==> config.mk <==
export PLATFORM = sky130hd
export DESIGN_NAME = button_conditioner
export DESIGN_NICKNAME = d
export VERILOG_FILES = /design/src/rtl/btn_pkg.sv /design/src/rtl/btn_channel.sv /design/src/rtl/button_conditioner.sv
export SDC_FILE = /design/constraint.sdc
export NUM_CORES = 1
export LEC_CHECK = 0
export ABC_AREA = 1
export CORE_MARGIN = 1
export CORE_UTILIZATION = 50
export CTS_BUF_LIST = sky130_fd_sc_hd__clkbuf_8 sky130_fd_sc_hd__clkbuf_16
export DETAILED_ROUTE_END_ITERATION = 12
export MAX_ROUTING_LAYER = met4
export PLACE_DENSITY_LB_ADDON = 0.1
export REMOVE_ABC_BUFFERS = 1
export SKIP_CTS_REPAIR_TIMING = 1
export SYNTH_ARGS = -nofsm -noshare
export SYNTH_HDL_FRONTEND = slang
export SYNTH_SLANG_ARGS = --single-unit
==> constraint.sdc <==
create_clock -name clk_d -period 1.15 [get_ports clk_d]
set_input_delay 0.1725 -clock clk_d [delete_from_list [all_inputs] [get_ports clk_d]]
set_output_delay 0.1725 -clock clk_d [all_outputs]
set_load 0.1 [all_outputs]
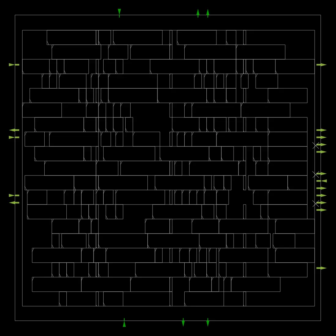
(placed standard cells)
registers: 36
# fillers: 211
Tapcell Cnt: 31

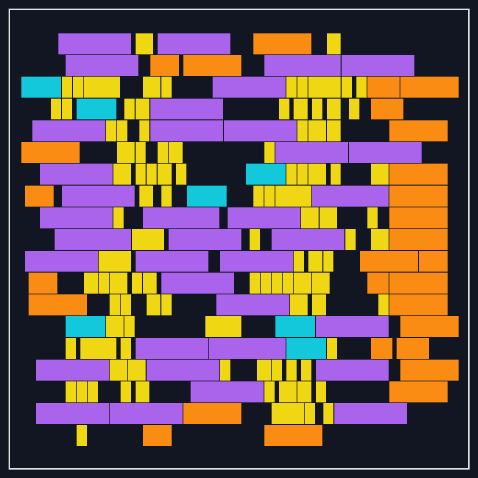
(cell classes on the final placement)
Drawn at 8 px/um.
Key: cyan = clock drivers and dummy loads [cells 7, share of their area 4.9%]; yellow = remaining logic cells [cells 104, share of their area 26%]; purple = registers [cells 36, share of their area 46%]; orange = remaining buffers and delay cells [cells 28, share of their area 23%]
row count: 19
flop share of the area: 44.9%
Layout Utilization: 71.5%

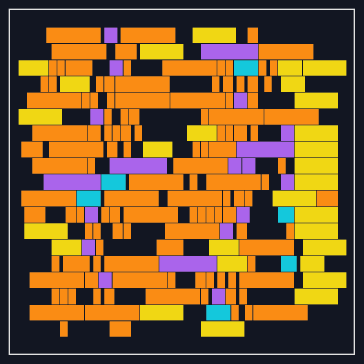
(cells by drive strength)
Drawn at 6 px/um.
Key: cyan = x3 and x4 [cells 6, share 3.4%, most used nor2_4]; yellow = x6 and larger [cells 28, share 16%, most used buf_12]; orange = x1 and smaller [cells 122, share 70%]; purple = x2 [cells 19, share 11%, most used nand2_2]
Layout area overhead: 32.5%
final setup margin: -0.0831 ns
nonclk buf count: 28

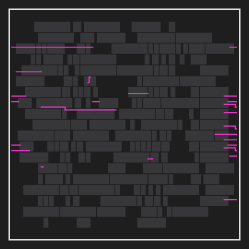
(met3 routing)
Drawn at 4 px/um.
19 nets have wire on it. The layer carries 103 um of wire. The longest straight run is 20.2 um. The wires run mostly horizontal.
WL final: 2.23 mm
M3 GR Usage: 6.80%
DR vias: 981

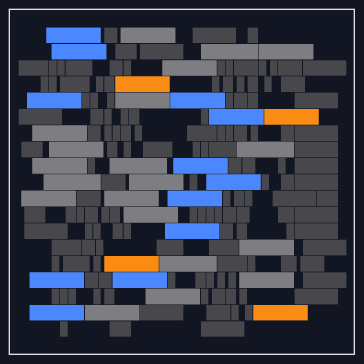
(sequential cells coloured by netlist name)
Drawn at 6 px/um.
Key: blue = g_ch.u_ch.cnt [sequential cells 12]; orange = g_ch.u_ch.press_flag [sequential cells 4]
Another 20 sequential cells are not coloured.
sequential power: 0.00179 W
Flop area: 907 um2

==> impl_metrics.toml <==
# flow metrics
[global_routing]
grt_pass1_vias = 972
grt_overflow_total = 0
grt_usage_pct = 17.3

[setup_path]
cp.depth = 3
critPathTopFamily = "flip-flops"
setup.worst_path.class = "register to output port"
arrival_ns = 1.06
crit_fanout = 2

[sta]
slew_headroom_pct = 87.4
final-setup-viol-count = 8
hold_violations = 0
rsz0062_at_grt = "yes"
worst_slack_ns = -0.0831
worst_slew_pin_slew_ns = 0.187

[power]
power_switching_w = 0.00175
internal_power_w = 0.00268

[outcome]
status = "finished, violations left"
violations = "design-rule violations, negative setup slack"

[hold_path]
hp-class = "input pin to asynchronous set/reset pin"

[synth]
avgSynthCellArea_um2 = 9.79
yosysSeqAreaShare_pct = 59.0
ys_warn_count = 0
top_logic_kind = "simple AND/OR/NAND/NOR gates"
synth_cell_types = 14
ys_area_um2 = 1530

[cts]
clock-root-buffer = "clkbuf_8"
cts.path.max_buffers = 2
cts.sinks = 36
path_clk_slew_ns = 0.07
cts_htree_levels = 2

[route]
drt-initial-drc-count = 36
drc_errors = 3

[layout]
drive_gt1_share_pct = 30.3
n_antenna_cell = 0
largest_reg_flops = 12

[die]
die_h_um = 57.3
die_w_um = 57.3
fp_util_pct = 54.0

[placement]
numPortBuffers = 22
hpwl_mm = 1.60

[flow_run]
drv_cap = 0
-- cell families (layout without fill, tap and decap cells) --
logic type,after synthesis,after routing
fa+ha+maj,4,4
compound gates,8,8
buf+inv,47,66
simple gates,61,61
flops,36,36
-- worst reg2reg max path, stage by stage (launching register included) --
cell and delay (ns):
dfrtp_1 0.38, ha_1 0.21, nand2_2 0.12, inv_1 0.08
nand3_1 0.10, nand2_1 0.06
-- power groups by stage --
stage | Clock [W] | Sequential, W | Combinational, W
finish | 0.000942 | 0.00179 | 0.00170
detailed placement | 0 | 0.00179 | 0.00169
global placement | 0 | 0.00177 | 0.00163
CTS | 0.000973 | 0.00178 | 0.00170
floorplan | 0 | 0.00230 | 0.000597
global route | 0.00103 | 0.00182 | 0.00185
-- stage by stage --
stage / power (W) / util [%] / hold WS, ns / instance area [um2] / setup TNS [ns]
finish: 0.00443 / 71.5 / 0.253 / 2020 / -0.359
global placement: 0.00341 / 66.4 / 0.333 / 1880 / 0
floorplan: 0.00290 / - / 0.204 / 1410 / -11.58
detailed placement: 0.00348 / 66.4 / 0.340 / 1880 / 0
global route: 0.00470 / 71.5 / 0.261 / 2020 / -0.683
CTS: 0.00445 / 69.8 / 0.258 / 1970 / -0.416
-- cell usage after synthesis, drive strengths merged --
library cell  count  area, um2
ha                4       50.1
or2               4       25.0
nand2            27        111
nand3             4       20.0
nor3              4       20.0
o21ai             8       40.0
dfrtp            36        901
inv              31        116
buf              16        120
nor2             22        123
-- routing by layer --
layer  wire length (um)  up-vias  track usage [%]
li1                   -      481                -
met1                895      469             18.3
met2               1180       24             29.1
met3                102        7             6.80
met4                 53        0             6.62
met5                  0        -                -
-- final cells by class --
class	instances	area, um2	share of cell area [%]
Tap cell	31	38.8	1.92
Multi-Input combinational cell	73	404	20.0
Timing Repair Buffer	28	459	22.7
Clock buffer	7	96.3	4.76
Sequential cell	36	907	44.9
Inverter	31	116	5.75
Power figures rest on the tool's default switching activity, not on a simulated workload.
